**Run 1: wires at chosen ports, followed through buffers**

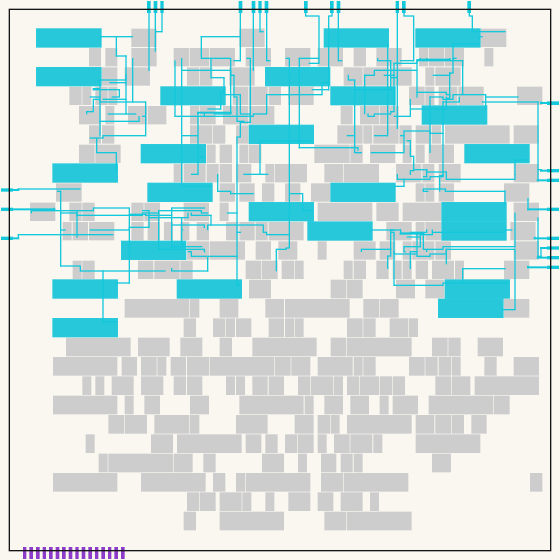
**Run 1: cell placement**

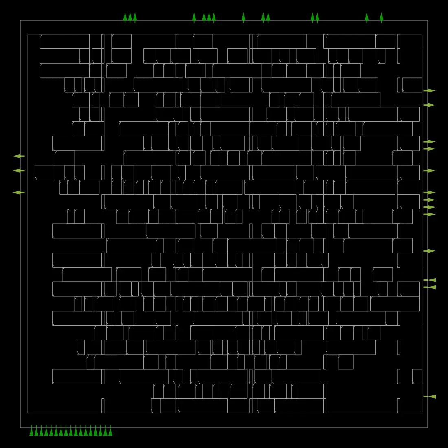
**Run 1: register map, names as in the netlist**

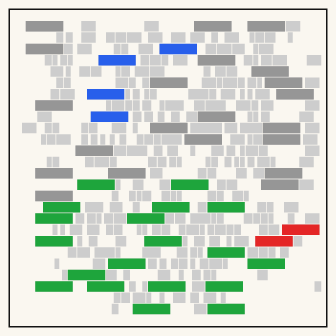
**Run 1: wire density map**

15 x 15 tiles, from black (low) to pale yellow (high), scaled to the fullest tile. Values are wire area over tile area, all layers added.
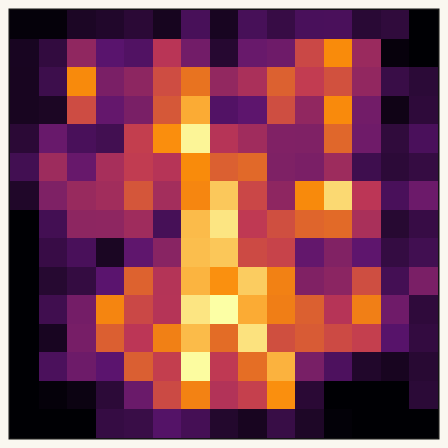
**config.mk**
```make
export PLATFORM = sky130hd
export DESIGN_NAME = stopwatch_seq_ctrl
export DESIGN_NICKNAME = d
export VERILOG_FILES = /design/src/rtl/stopwatch_pkg.sv /design/src/rtl/bcd_digit_cell.sv /design/src/rtl/stopwatch_seq_ctrl.sv
export SDC_FILE = /design/constraint.sdc
export NUM_CORES = 1
export LEC_CHECK = 0
export ABC_AREA = 0
export CORE_UTILIZATION = 47
export CTS_BUF_LIST = sky130_fd_sc_hd__clkbuf_8 sky130_fd_sc_hd__clkbuf_16
export DETAILED_ROUTE_END_ITERATION = 8
export MAX_ROUTING_LAYER = met4
export PLACE_DENSITY = 0.73
export SLEW_MARGIN = 20
export SYNTH_ARGS = -nofsm -noshare
export SYNTH_HDL_FRONTEND = slang
export SYNTH_SLANG_ARGS = --single-unit
```
**constraint.sdc**
```tcl
create_clock -name clk -period 2.8 [get_ports clk]
set_input_delay 0.56 -clock clk [delete_from_list [all_inputs] [get_ports clk]]
set_output_delay 0.56 -clock clk [all_outputs]
set_load 0.02 [all_outputs]
```
**src/rtl/stopwatch_pkg.sv**
```systemverilog
// Shared types and helpers for the stopwatch time chain (MM:SS.hh, BCD digits).
package stopwatch_pkg;

    typedef enum logic [1:0] {IDLE, RUN, PAUSE} sw_state_t;

    typedef logic [3:0] bcd_t;

    localparam bcd_t MOD10 = 4'd10;
    localparam bcd_t MOD6  = 4'd6;

    // Increment with wrap to 0 at modulus-1.
    function automatic bcd_t bcd_next(input bcd_t val, input bcd_t modulus);
        if (val == modulus - 4'd1) begin
            return '0;
        end
        return val + 4'd1;
    endfunction

endpackage

```
**src/rtl/bcd_digit_cell.sv**
```systemverilog
// One BCD digit of the stopwatch chain: increments on en, wraps at MOD-1 and
// raises carry in the same cycle so the whole chain updates on a single edge.
module bcd_digit_cell
    import stopwatch_pkg::*;
#(
    parameter bcd_t MOD = MOD10
) (
    input  logic       clk,
    input  logic       rst_n,
    input  logic       clr,
    input  logic       en,
    output logic [3:0] val,
    output logic       carry
);

    always_ff @(posedge clk or negedge rst_n) begin
        if (!rst_n) begin
            val <= '0;
        end else if (clr) begin
            val <= '0;
        end else if (en) begin
            val <= bcd_next(val, MOD);
        end
    end

    assign carry = en & (val == MOD - 4'd1);

endmodule

```
**src/rtl/stopwatch_seq_ctrl.sv**
```systemverilog
// Run/pause/clear controller for the MM:SS.hh stopwatch: FSM, 1/100 s prescaler,
// six-digit BCD chain and rollover pulse. Optional alarm via STOPWATCH_ALARM_EN.
//
// state | meaning
// IDLE  | stopped, digits and prescaler held at zero
// RUN   | prescaler counting, digits advance on each tick
// PAUSE | prescaler and digits frozen, resume continues mid-interval
module stopwatch_seq_ctrl
    import stopwatch_pkg::*;
#(
    parameter int unsigned PRESCALE = 500000
) (
    input  logic        clk,
    input  logic        rst_n,
    input  logic        start_stop,
    input  logic        clr,
    input  logic [15:0] alarm_time,
    output logic [23:0] digits,
    output logic        running,
    output logic        rollover,
    output logic        alarm
);

    localparam int PW = $clog2(PRESCALE);
    localparam logic [PW-1:0] PRESC_LAST = PW'(PRESCALE - 1);

    sw_state_t     state, state_nxt;
    logic [PW-1:0] presc;
    logic          tick;
    logic          zero;

    bcd_t v_hh0, v_hh1, v_s0, v_s1, v_m0, v_m1;
    logic c_hh0, c_hh1, c_s0, c_s1, c_m0, c_m1;

    always_ff @(posedge clk or negedge rst_n) begin
        if (!rst_n) begin
            state <= IDLE;
        end else begin
            state <= state_nxt;
        end
    end

    always_comb begin
        state_nxt = state;
        if (clr) begin
            state_nxt = IDLE;
        end else if (start_stop) begin
            case (state)
                IDLE:    state_nxt = RUN;
                RUN:     state_nxt = PAUSE;
                PAUSE:   state_nxt = RUN;
                default: state_nxt = IDLE;
            endcase
        end
    end

    // Zeroing keys off the next state so digits clear on the edge that enters IDLE.
    assign zero    = (state_nxt == IDLE);
    assign running = (state == RUN);
    assign tick    = (state == RUN) && (presc == PRESC_LAST);

    always_ff @(posedge clk or negedge rst_n) begin
        if (!rst_n) begin
            presc <= '0;
        end else if (zero) begin
            presc <= '0;
        end else if (state == RUN) begin
            presc <= tick ? '0 : presc + 1'b1;
        end
    end

    bcd_digit_cell #(.MOD(MOD10)) u_hh0 (
        .clk(clk), .rst_n(rst_n), .clr(zero), .en(tick),  .val(v_hh0), .carry(c_hh0)
    );
    bcd_digit_cell #(.MOD(MOD10)) u_hh1 (
        .clk(clk), .rst_n(rst_n), .clr(zero), .en(c_hh0), .val(v_hh1), .carry(c_hh1)
    );
    bcd_digit_cell #(.MOD(MOD10)) u_s0 (
        .clk(clk), .rst_n(rst_n), .clr(zero), .en(c_hh1), .val(v_s0),  .carry(c_s0)
    );
    bcd_digit_cell #(.MOD(MOD6)) u_s1 (
        .clk(clk), .rst_n(rst_n), .clr(zero), .en(c_s0),  .val(v_s1),  .carry(c_s1)
    );
    bcd_digit_cell #(.MOD(MOD10)) u_m0 (
        .clk(clk), .rst_n(rst_n), .clr(zero), .en(c_s1),  .val(v_m0),  .carry(c_m0)
    );
    bcd_digit_cell #(.MOD(MOD6)) u_m1 (
        .clk(clk), .rst_n(rst_n), .clr(zero), .en(c_m0),  .val(v_m1),  .carry(c_m1)
    );

    assign digits = {v_m1, v_m0, v_s1, v_s0, v_hh1, v_hh0};

    always_ff @(posedge clk or negedge rst_n) begin
        if (!rst_n) begin
            rollover <= 1'b0;
        end else if (zero) begin
            rollover <= 1'b0;
        end else begin
            rollover <= c_m1;
        end
    end

`ifdef STOPWATCH_ALARM_EN
    logic [15:0] time_nxt;
    logic [7:0]  hund_nxt;

    // Compare against the values the chain is about to load, so the flag rises with the digits.
    assign time_nxt = {c_m0  ? bcd_next(v_m1, MOD6)   : v_m1,
                       c_s1  ? bcd_next(v_m0, MOD10)  : v_m0,
                       c_s0  ? bcd_next(v_s1, MOD6)   : v_s1,
                       c_hh1 ? bcd_next(v_s0, MOD10)  : v_s0};
    assign hund_nxt = {c_hh0 ? bcd_next(v_hh1, MOD10) : v_hh1,
                       tick  ? bcd_next(v_hh0, MOD10) : v_hh0};

    always_ff @(posedge clk or negedge rst_n) begin
        if (!rst_n) begin
            alarm <= 1'b0;
        end else if (clr || start_stop) begin
            alarm <= 1'b0;
        end else if (tick && (time_nxt == alarm_time) && (hund_nxt == 8'h00)) begin
            alarm <= 1'b1;
        end
    end
`else
    logic unused_alarm_time;
    assign unused_alarm_time = ^alarm_time;
    assign alarm = 1'b0;
`endif

endmodule
```
==> CHANGELOG.md, run 1 <==
### Implementation results

* CP Launch Point: presc[12]
* Height of the die at 76 um
* Yosys stat chip area at 2570 um2
* Cell internal pwr at about 880 uW
* Clock Sinks at 46
* Max H-tree Level at 2
* Endpoint of the lowest-slack register-to-register path: u_m1.val[3]
* Category of the worst setup path capture point: flip-flop
* Detailed placer's ending HPWL at 3.98 mm
* GR met3 Demand/Resource at 3.23%
* Worst EP arrival at 2.72 ns
* Port bufs at 29
* DRC errors left at 0
* Post-route clock skew at 0.0136 ns
* Max rail drop VDD at 0.201 mV
* Fill count at 466
* Part of the total power dissipated in the clock network at 36.3%
* Final clock-cell share at about 3%
* Effective utilization at floorplan at 49.4%
* Post-layout min period at approximately 2.5 ns
* Cell with the largest stage delay on the worst path: or4_1
* Number of clock buffers inserted by TritonCTS at 5
* Worst hold slack after final layout at 0.159 ns
* Highest-count cells in the layout ignoring fill and taps: dfrtp_1, clkdlybuf4s50_1, nor2_1
* Insertion delay at the late pin of the worst-skew pair at 0.31 ns
* IO Count at 47
* Routed WL at 5.60 mm
* Final Net Count at 340
* Run status: finished, final reports clean
* Register share of total power at 58.0%
* Clock tree from TritonCTS: built
* Maximum clock frequency at 395 MHz
Notes on 'wires at chosen ports, followed through buffers' above:
[alarm_time] purple | direction: input | end cells: 0 | buffers: 0
[digits] cyan | direction: output | end cells: 24 | buffers: 24 | wire: 1,070 um

Notes on 'cell placement' above:
Tapcells: 70
Std-Cell Rows: 26

Notes on 'register map, names as in the netlist' above:
[presc] green | sequential cells: 19
[state] red | sequential cells: 2
[u_s1.val] blue | sequential cells: 4
not coloured: 21

Notes on 'wire density map' above:
tiles over half the peak: 31%
mean over tiles: 0.15
fullest tile: 0.42
nearly empty tiles: 10%

## run 1: logic make-up after synthesis
family | Yosys count | synth area share (%)
DFF | 46 | 44.7
other | 1 | 0.146
buffers and inverters | 20 | 3.11
and+or+nand+nor | 143 | 32.2
xor gates and xnor gates | 15 | 5.10
muxes | 5 | 2.14
adders and majority gates | 1 | 0.486
AOI/OAI and AO/OA | 52 | 12.1
## run 1: cells in the mapped netlist (6+ instances only)
cell       n  area share, %
dfrtp_1   46             45
nor2_1    24            3.5
nand2_1   23            3.4
a21oi_1   22            4.3
nand4_1   14            3.4
nand3_1   13            2.5
nor3_1    11            2.1
xnor2_1   11            3.7
inv_1     10            1.5
o21ai_0   10            1.9
clkbuf_1   8            1.2
or3_1      8            1.9
a31oi_1    6            1.5
nand2b_1   6            1.5
nand3b_1   6            1.7
==> run 2: changes to the inputs <==
--- a/config.mk
+++ b/config.mk
@@ -8,7 +8,9 @@
 export ABC_AREA = 0
 export CORE_UTILIZATION = 47
 export CTS_BUF_LIST = sky130_fd_sc_hd__clkbuf_8 sky130_fd_sc_hd__clkbuf_16
+export CTS_CLUSTER_SIZE = 24
 export DETAILED_ROUTE_END_ITERATION = 8
+export GPL_TIMING_DRIVEN = 1
 export MAX_ROUTING_LAYER = met4
 export PLACE_DENSITY = 0.73
 export SLEW_MARGIN = 20
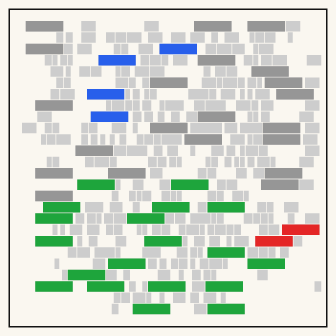
**Above:** run 2 (register map, names as in the netlist).
[presc] green | sequential cells: 19
[state] red | sequential cells: 2
[u_s1.val] blue | sequential cells: 4

==> run 2 against run 1 <==
  * Area after synthesis unchanged
  * Sequential cell count unchanged
  * Routed wire length unchanged
  * Synthesized cell count unchanged
  * Clock skew unchanged
  * Via count unchanged
  * Critical path type unchanged
  * Critical endpoint unchanged
  * Largest cell class unchanged
  * Highest routed layer unchanged
==> CHANGELOG.md, run 2 <==
### Implementation results

* Worst EP arrival at approximately 2.7 ns
* Clock Sinks at between 40 and 50
* Clock tree from TritonCTS: built
* Category of the worst setup path capture point: flip-flop
* Top cells, area: dfrtp_1, a21oi_1, xnor2_1, nor2_1, nand4_1
* DRC errors left at 0
* Height of the die at 76 um
* Post-route clock skew at between 0.01 and 0.015 ns
* Part of the total power dissipated in the clock network at 36.3%
* Highest-count cells in the layout ignoring fill and taps: dfrtp_1, clkdlybuf4s50_1, nor2_1
* CP Launch Point: presc[12]
* Maximum clock frequency at slightly below 400 MHz
* Final Net Count at around 340
* Cell taking the most area after synthesis: dfrtp_1
* Synth logic family: simple AND/OR/NAND/NOR gates
* IO Count at 47
* Cell internal pwr at 880 uW
* Fill count at 466
* Register share of total power at 58.0%
* Worst hold slack after final layout at roughly 0.16 ns
* Number of non-filler instances in the completed layout at 390
* Worst Path Class, Setup: reg -> reg
* Max Slew Vio Count at 0
* Effective utilization at floorplan at between 40% and 50%
* Routed WL at 5.60 mm
* Synth cell count leaders: dfrtp_1, nor2_1, nand2_1
* Group with the largest share of power: registers
* Xor-xnor portion of the synthesized cell area at 5.10%
* Async set-reset flop share out of synthesis at 100%
* Max H-tree Level at 2
* Design area at slightly above 3000 um2
* Detailed placer's ending HPWL at 3.98 mm
* Number of clock buffers inserted by TritonCTS at 5
* Post-layout min period at 2.53 ns
* Run status: finished, final reports clean
* Fraction of the mapped netlist area in simple logic gates at 32.2%
* Std-Cell Rows at 26
* Port bufs at 29
* Post-synthesis cell type with the largest instance count: dfrtp_1
* Endpoint of the lowest-slack register-to-register path: u_m1.val[3]
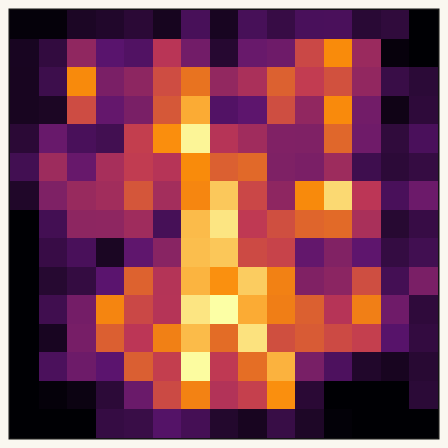
**Above:** run 2 (wire density map).
15 x 15 tiles, from black (low) to pale yellow (high), scaled to the fullest tile. Values are wire area over tile area, all layers added.
tiles over half the peak: 31%
nearly empty tiles: 10%
mean over tiles: 0.15
fullest tile: 0.42

[run 2: cell counts after synthesis]
Identical to the previous run, type by type.
[run 2: layout make-up]
cell class	instances	share of cell area, %
Multi-Input combinational cell	217	43.7
Sequential cell	46	37.5
Timing Repair Buffer	39	11.7
Tap cell	70	2.85
Clock buffer	6	2.69
Inverter	10	1.22
Clock inverter	2	0.285
[run 2: worst max-delay path, cell delays in order (launching register included)]
cell     delay [ns]
dfrtp_1        0.45
or4b_1         0.52
or4_1          0.62
nor4_4         0.40
nand3_2        0.12
mux2_4         0.30
[run 2: metal layers]
metal	up-vias	global-route usage, %
met5	-	-
met4	0	7.69
met1	1063	30.0
met2	45	33.0
li1	1107	-
met3	8	3.23
==> run 3: changes to the inputs <==
--- a/config.mk
+++ b/config.mk
@@ -12,7 +12,7 @@
 export DETAILED_ROUTE_END_ITERATION = 8
 export GPL_TIMING_DRIVEN = 1
 export MAX_ROUTING_LAYER = met4
-export PLACE_DENSITY = 0.73
+export PLACE_DENSITY = 0.76
 export SLEW_MARGIN = 20
 export SYNTH_ARGS = -nofsm -noshare
 export SYNTH_HDL_FRONTEND = slang
==> constraint.sdc (replaced) <==
create_clock -name clk -period 2.1 [get_ports clk]
set_input_delay 0.42 -clock clk [delete_from_list [all_inputs] [get_ports clk]]
set_output_delay 0.42 -clock clk [all_outputs]
set_load 0.02 [all_outputs]
==> run 3 against run 2 <==
  * Highest routed layer unchanged
  * Cell area up 15%
  * Worst setup slack lost 0.30 ns
  * The flow now finishes with violations (negative setup slack)
  * Final cell count increased by 13%
  * Synthesized cell count stayed put
  * Die area is the same
  * Critical path type unchanged
  * Clock skew down 0.0060 ns
  * Area after synthesis did not move
  * Count of clock-buffer cells in the layout unchanged
  * Utilization is 8.8 points higher
==> CHANGELOG.md, run 3 <==
### Implementation results

* Run status: finished, violations left
* Violations in the final reports: negative setup slack
* Final Net Count at around 400
* Std-Cell Rows at 26
* Effective utilization at floorplan at 49.4%
* Max rail drop VDD at between 0.2 and 0.3 mV
* Delay of the slowest cell on the worst path at 0.54 ns
* Most crowded layer after global routing: met2
* Tapcells at 70
* DRC errors left at 0
* Number of clock buffers inserted by TritonCTS at 5
* Worst Path Class, Setup: reg -> reg
* Synth logic family: simple AND/OR/NAND/NOR gates
* Number of non-filler instances in the completed layout at 440
* Worst setup slack after layout at -0.0293 ns
* Setup violations, final at 7
* Non-clock buffer count in the final layout at 89
* Maximum clock frequency at around 470 MHz
* Synth cell count leaders: dfrtp_1, nor2_1, nand2_1
* Async set-reset flop share out of synthesis at 100%
* Fill count at approximately 420
* Buffering stage count on the worst path with inverters included at 1
* Aoi/oai-family share of the synthesized area at 12.1%
* Share of the synthesized area in the top cell type at 44.7%
==> run 3: cell counts after synthesis <==
Identical to the previous run, type by type.
==> run 3: final timing paths <==
kind                            from            to
max                         state[1]  u_hh1.val[0]
min                            rst_n     presc[14]
max reg2reg                 state[1]  u_hh1.val[0]
min reg2reg                presc[16]     presc[16]
max in group asynchronous      rst_n     presc[15]
min in group clk           presc[16]     presc[16]
==> run 3: logic make-up after synthesis <==
family                   after synthesis
AND/OR/NAND/NOR                      143
flip-flops                            46
other                                  1
adder cells (fa/ha/maj)                1
AND-OR/OR-AND                         52
multiplexers                           5
XOR/XNOR                              15
buffers and inverters                 20
==> run 3: where the power goes <==
group          internal [uW]  leakage, uW  switching [uW]
logic                   37.6     0.000734            70.2
clock network            261    0.0000524             299
registers                888     0.000641            1.79
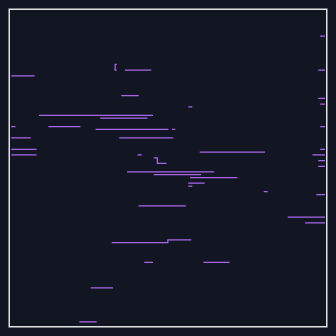
**Above:** run 3 (met3 routing).
main direction: horizontal
wire length on this layer: 252 um
nets with wire on the layer: 35
share of all routed wire: 4.0%
longest straight run: 27.1 um

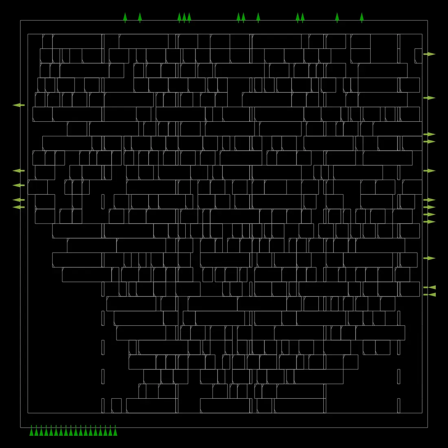
**Above:** run 3 (cell placement).
Core Footprint: 5200 um2
sequential cell count of the final layout: 46

Power is estimated from default activity; no workload was simulated.
